$ cat src/rtl/memory.sv
// rtl/memory.sv - rv32 memory-access stage (define MEMORY_MISALIGN_TRAP_EN to trap misaligned H/W accesses)
package core;
    localparam int XLEN = 32;

    typedef enum logic [1:0] {NULL = 2'd0, REGISTER = 2'd1, LOAD = 2'd2, STORE = 2'd3} op_t;
    typedef enum logic [1:0] {B = 2'd0, H = 2'd1, W = 2'd2} size_t;

    typedef struct packed {
        op_t   op;
        size_t size;
        logic  uns;
    } mm_ctrl_t;

    typedef struct packed {
        logic [4:0]      rd;
        logic [XLEN-1:0] alu;
        logic [XLEN-1:0] rs2;
    } mm_data_t;

    typedef struct packed {
        mm_ctrl_t ctrl;
        mm_data_t data;
    } mm_t;

    typedef struct packed {
        op_t op;
    } wb_ctrl_t;

    typedef struct packed {
        logic [4:0]      rd;
        logic [XLEN-1:0] val;
    } wb_data_t;

    typedef struct packed {
        wb_ctrl_t ctrl;
        wb_data_t data;
    } wb_t;
endpackage

module memory
    import core::*;
#(
    parameter int XLEN = 32
) (
    input  logic            aclk,
    input  logic            areset,
    input  logic            s_tvalid,
    output logic            s_tready,
    input  mm_t             s_tdata,
    output logic            m_tvalid,
    input  logic            m_tready,
    output wb_t             m_tdata,
    output logic            dmem_req,
    output logic            dmem_we,
    output logic [XLEN-1:0] dmem_addr,
    output logic [XLEN-1:0] dmem_wdata,
    output logic [3:0]      dmem_strb,
    input  logic            dmem_gnt,
    input  logic            dmem_rvalid,
    input  logic [XLEN-1:0] dmem_rdata,
    output logic            misaligned
);

    typedef enum logic [1:0] {IDLE, REQ, RESP, OUT} state_t;

    state_t          state_q, state_d, accept_state;
    mm_t             tok;
    wb_t             wb_q;
    logic            mis_q;
    logic            accept;
    logic            is_mem;
    logic            mis_in;
    logic [7:0]      lane_b;
    logic [15:0]     lane_h;
    logic [XLEN-1:0] load_val;

    assign is_mem = (s_tdata.ctrl.op == LOAD) || (s_tdata.ctrl.op == STORE);
    assign accept = s_tvalid && s_tready;

    always_comb begin
        mis_in = 1'b0;
`ifdef MEMORY_MISALIGN_TRAP_EN
        mis_in = is_mem &&
                 (((s_tdata.ctrl.size == H) && s_tdata.data.alu[0]) ||
                  ((s_tdata.ctrl.size == W) && (s_tdata.data.alu[1:0] != 2'b00)));
`endif
        accept_state = (is_mem && !mis_in) ? REQ : OUT;
    end

    // Lane extraction for loads; low address bits beyond the access size are ignored
    always_comb begin
        lane_b   = dmem_rdata[{tok.data.alu[1:0], 3'b000} +: 8];
        lane_h   = dmem_rdata[{tok.data.alu[1], 4'b0000} +: 16];
        load_val = dmem_rdata;
        case (tok.ctrl.size)
            B:       load_val = {{(XLEN-8){lane_b[7] & ~tok.ctrl.uns}}, lane_b};
            H:       load_val = {{(XLEN-16){lane_h[15] & ~tok.ctrl.uns}}, lane_h};
            default: load_val = dmem_rdata;
        endcase
    end

    always_ff @(posedge aclk) begin
        if (areset) begin
            state_q <= IDLE;
        end else begin
            state_q <= state_d;
        end
    end

    always_comb begin
        state_d = state_q;
        case (state_q)
            IDLE: if (accept) state_d = accept_state;
            REQ:  if (dmem_gnt) state_d = (tok.ctrl.op == STORE) ? OUT : RESP;
            RESP: if (dmem_rvalid) state_d = OUT;
            OUT:  if (m_tready) state_d = accept ? accept_state : IDLE;
            default: state_d = IDLE;
        endcase
    end

    always_comb begin
        s_tready   = (state_q == IDLE) || ((state_q == OUT) && m_tready);
        m_tvalid   = (state_q == OUT);
        m_tdata    = wb_q;
        misaligned = mis_q;
        dmem_req   = 1'b0;
        dmem_we    = 1'b0;
        dmem_addr  = '0;
        dmem_wdata = '0;
        dmem_strb  = 4'b0000;
        if (state_q == REQ) begin
            dmem_req  = 1'b1;
            dmem_we   = (tok.ctrl.op == STORE);
            dmem_addr = {tok.data.alu[XLEN-1:2], 2'b00};
            case (tok.ctrl.size)
                B: begin
                    dmem_strb  = 4'b0001 << tok.data.alu[1:0];
                    dmem_wdata = {(XLEN/8){tok.data.rs2[7:0]}};
                end
                H: begin
                    dmem_strb  = 4'b0011 << {tok.data.alu[1], 1'b0};
                    dmem_wdata = {(XLEN/16){tok.data.rs2[15:0]}};
                end
                default: begin
                    dmem_strb  = 4'b1111;
                    dmem_wdata = tok.data.rs2;
                end
            endcase
        end
    end

    // Memory ops start out as NULL write-backs; only a completed load upgrades to REGISTER
    always_ff @(posedge aclk) begin
        if (areset) begin
            tok   <= '0;
            wb_q  <= '0;
            mis_q <= 1'b0;
        end else begin
            mis_q <= accept && mis_in;
            if (accept) begin
                tok              <= s_tdata;
                wb_q.ctrl.op     <= is_mem ? NULL : s_tdata.ctrl.op;
                wb_q.data.rd     <= s_tdata.data.rd;
                wb_q.data.val    <= s_tdata.data.alu;
            end else if ((state_q == RESP) && dmem_rvalid) begin
                wb_q.ctrl.op  <= REGISTER;
                wb_q.data.val <= load_val;
            end
        end
    end

endmodule

$ cat config.mk
export PLATFORM = sky130hd
export DESIGN_NAME = memory
export DESIGN_NICKNAME = d
export VERILOG_FILES = /design/src/rtl/memory.sv
export SDC_FILE = /design/constraint.sdc
export NUM_CORES = 1
export LEC_CHECK = 0
export ABC_AREA = 1
export ABC_CLOCK_PERIOD_IN_PS = 4700
export CAP_MARGIN = 20
export CORE_MARGIN = 2
export CORE_UTILIZATION = 47
export DETAILED_ROUTE_END_ITERATION = 10
export PLACE_DENSITY = 0.86
export SLEW_MARGIN = 20
export SYNTH_ARGS = -nofsm -noshare
export SYNTH_HDL_FRONTEND = slang
export SYNTH_SLANG_ARGS = --single-unit
$ cat constraint.sdc
create_clock -name aclk -period 4.7 [get_ports aclk]
set_clock_uncertainty 0.2 [all_clocks]
set_input_delay 1.175 -clock aclk [delete_from_list [all_inputs] [get_ports aclk]]
set_output_delay 1.175 -clock aclk [all_outputs]
set_load 0.03 [all_outputs]
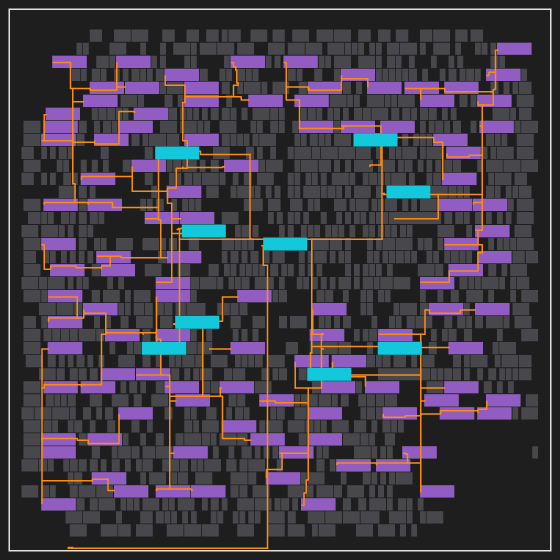
Fig. 1. Clock distribution.
Key: cells driving clock nets = cyan [count 9]; clock wires = orange [length 1330 um]; flip-flops = purple [count 110]
Position of the flops: widely spread.

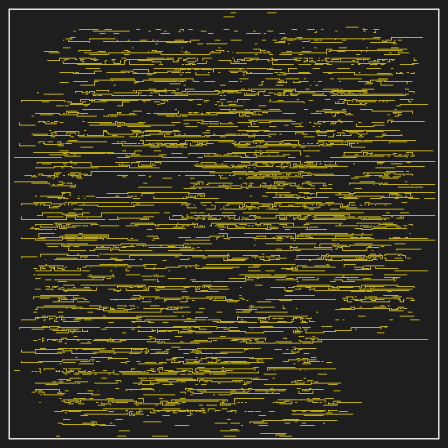
Fig. 2. Met1 routing.
The layer holds 42% of the routed length. The layer carries 7660 um of wire.

==> notes.md <==
Latest figures from synthesis and place and route.

The flow ran to the end, and the final reports show no timing, DRC or antenna violations. The via count of the first global-routing pass is between 5000 and 6000. In this run the static leakage power is 3.47 nW. Entering global routing, the biggest net connects 53 pins.

The min-delay analysis places its worst path in the category reg -> reg. After detailed routing, the met2 layer carries 8.48 mm of wire. 604 cells are multi-input combinational gates. For this floorplan the total number of well-tap instances is 143.

For reference, the placement row count at floorplan is 39. For the combinational group, total power comes out at between 2 and 2.5 mW. Per the summary, power density relative to cell area is 586 nW/um^2. The detailed-routed wire length on met3 is around 1.4 mm. The area taken by multi-input combinational cells is reported as 2650 um^2. Ranked by instance count, the synthesized netlist is headed by sky130_fd_sc_hd__nand2_1 (193), sky130_fd_sc_hd__nor2_1 (171), sky130_fd_sc_hd__dfxtp_1 (110), sky130_fd_sc_hd__inv_1 (107), sky130_fd_sc_hd__o21ai_0 (96).

The category of the critical setup timing path is reg -> out. The startpoint type of the worst setup path is a flop. The combinational cell fraction of total power is roughly 52%. The data arrival time at the worst-slack endpoint is 2.91 ns. The report lists the cells along the critical path as inv_2, nand2_2, inv_1, nor2_1, nor2_1, clkdlybuf4s50_1. The final layout contains a sequential cell count of 110. Summing over the stages, the warning tally comes to 26. The sequential cell fraction of total power is 29.8%.

The count of non-CTS buffers in the layout is ~230. Global routing consumed, on the met1 layer, 35.8% of the routing resources. In this run, the clock network consumes 18.2% of the power.

Once layout is done, the placed cells without fillers occupy 7950 um^2. The clock group power is 0.848 mW. In this run, synthesis produced a sequential element count of 110. Pins over their slew limit in the final report were tallied at 0.

The count of placed standard cells in the final layout, fillers left out is about 1200. The switching portion of total power is 45.4%. Counting the buffers created by CTS gives 9. Ranked by total cell area, the synthesized netlist is headed by sky130_fd_sc_hd__dfxtp_1 (40%), sky130_fd_sc_hd__nand2_1 (13%), sky130_fd_sc_hd__nor2_1 (12%), sky130_fd_sc_hd__o21ai_0 (8.6%), sky130_fd_sc_hd__a21oi_1 (8.0%). TritonCTS built the clock tree. The cell occurring most often along the worst timing path is sky130_fd_sc_hd__nor2_1. The pre-antenna-repair detailed-routing pass consisted of 5 iterations.

The proportion of cell area occupied by registers is 27.7%. Among logic cells in the layout, the one with the most instances is sky130_fd_sc_hd__nand2_1. The clock root buffer is sky130_fd_sc_hd__clkbuf_16.

The most instantiated library cell after synthesis is sky130_fd_sc_hd__nand2_1. Hold analysis shows the worst path with a depth of 2. Per the detailed placement report, the placed cell area equals 7620 um^2.

Synthesis produced a netlist whose cell count is 884. The fraction of cell area in multi-input combinational cells is reported as 33.4%. The floorplan utilization is 48.5%. The critical path endpoint category is an output pin. The number of enable-type register cells in the synthesized netlist is 0. Hold analysis lists the worst path endpoint as m_tdata[38]. The number of antenna violations at the first check in global routing is 0. The synthesis-to-layout area growth is 42.8%. The flip-flop count of the largest register after layout is 69. The antenna diode instance count is 0. Setup repair after global routing left no endpoint under its margin. The timing report lists the critical path depth as 6 cells. After Yosys synthesis, AND-OR and OR-AND compound gates account for 20.3% of the synthesized area.

The total overflow reported by the global router is 0. The met2 usage in global routing is between 40% and 50%. The tree built by TritonCTS fans out to approximately 110 sinks. The most area-hungry cell type in the Yosys netlist is sky130_fd_sc_hd__dfxtp_1. The final routed wire length divided by cell count is 14.9 um. For this block, the via count after detailed routing is 6277. The critical path in the final layout is reported with a setup slack of slightly above 0.4 ns. Per the post-synthesis stats, the area per cell is 6.30 um^2. Multiplexer cells account for 0% of the synthesized area. The buffer_ports step reported a buffer count of 220. The iteration-0 DRC count of the detailed router is ~450. Signal nets in the final route climb as high as met4. In the layout the commonest cells are sky130_fd_sc_hd__nand2_1 (193), sky130_fd_sc_hd__clkdlybuf4s50_1 (178), sky130_fd_sc_hd__nor2_1 (171), sky130_fd_sc_hd__dfxtp_1 (110), sky130_fd_sc_hd__inv_1 (106).

The height of the chip is between 100 and 150 um. Global routing consumed, over all layers together, between 20 and 30% of the routing resources.
Power figures rest on the tool's default switching activity, not on a simulated workload.
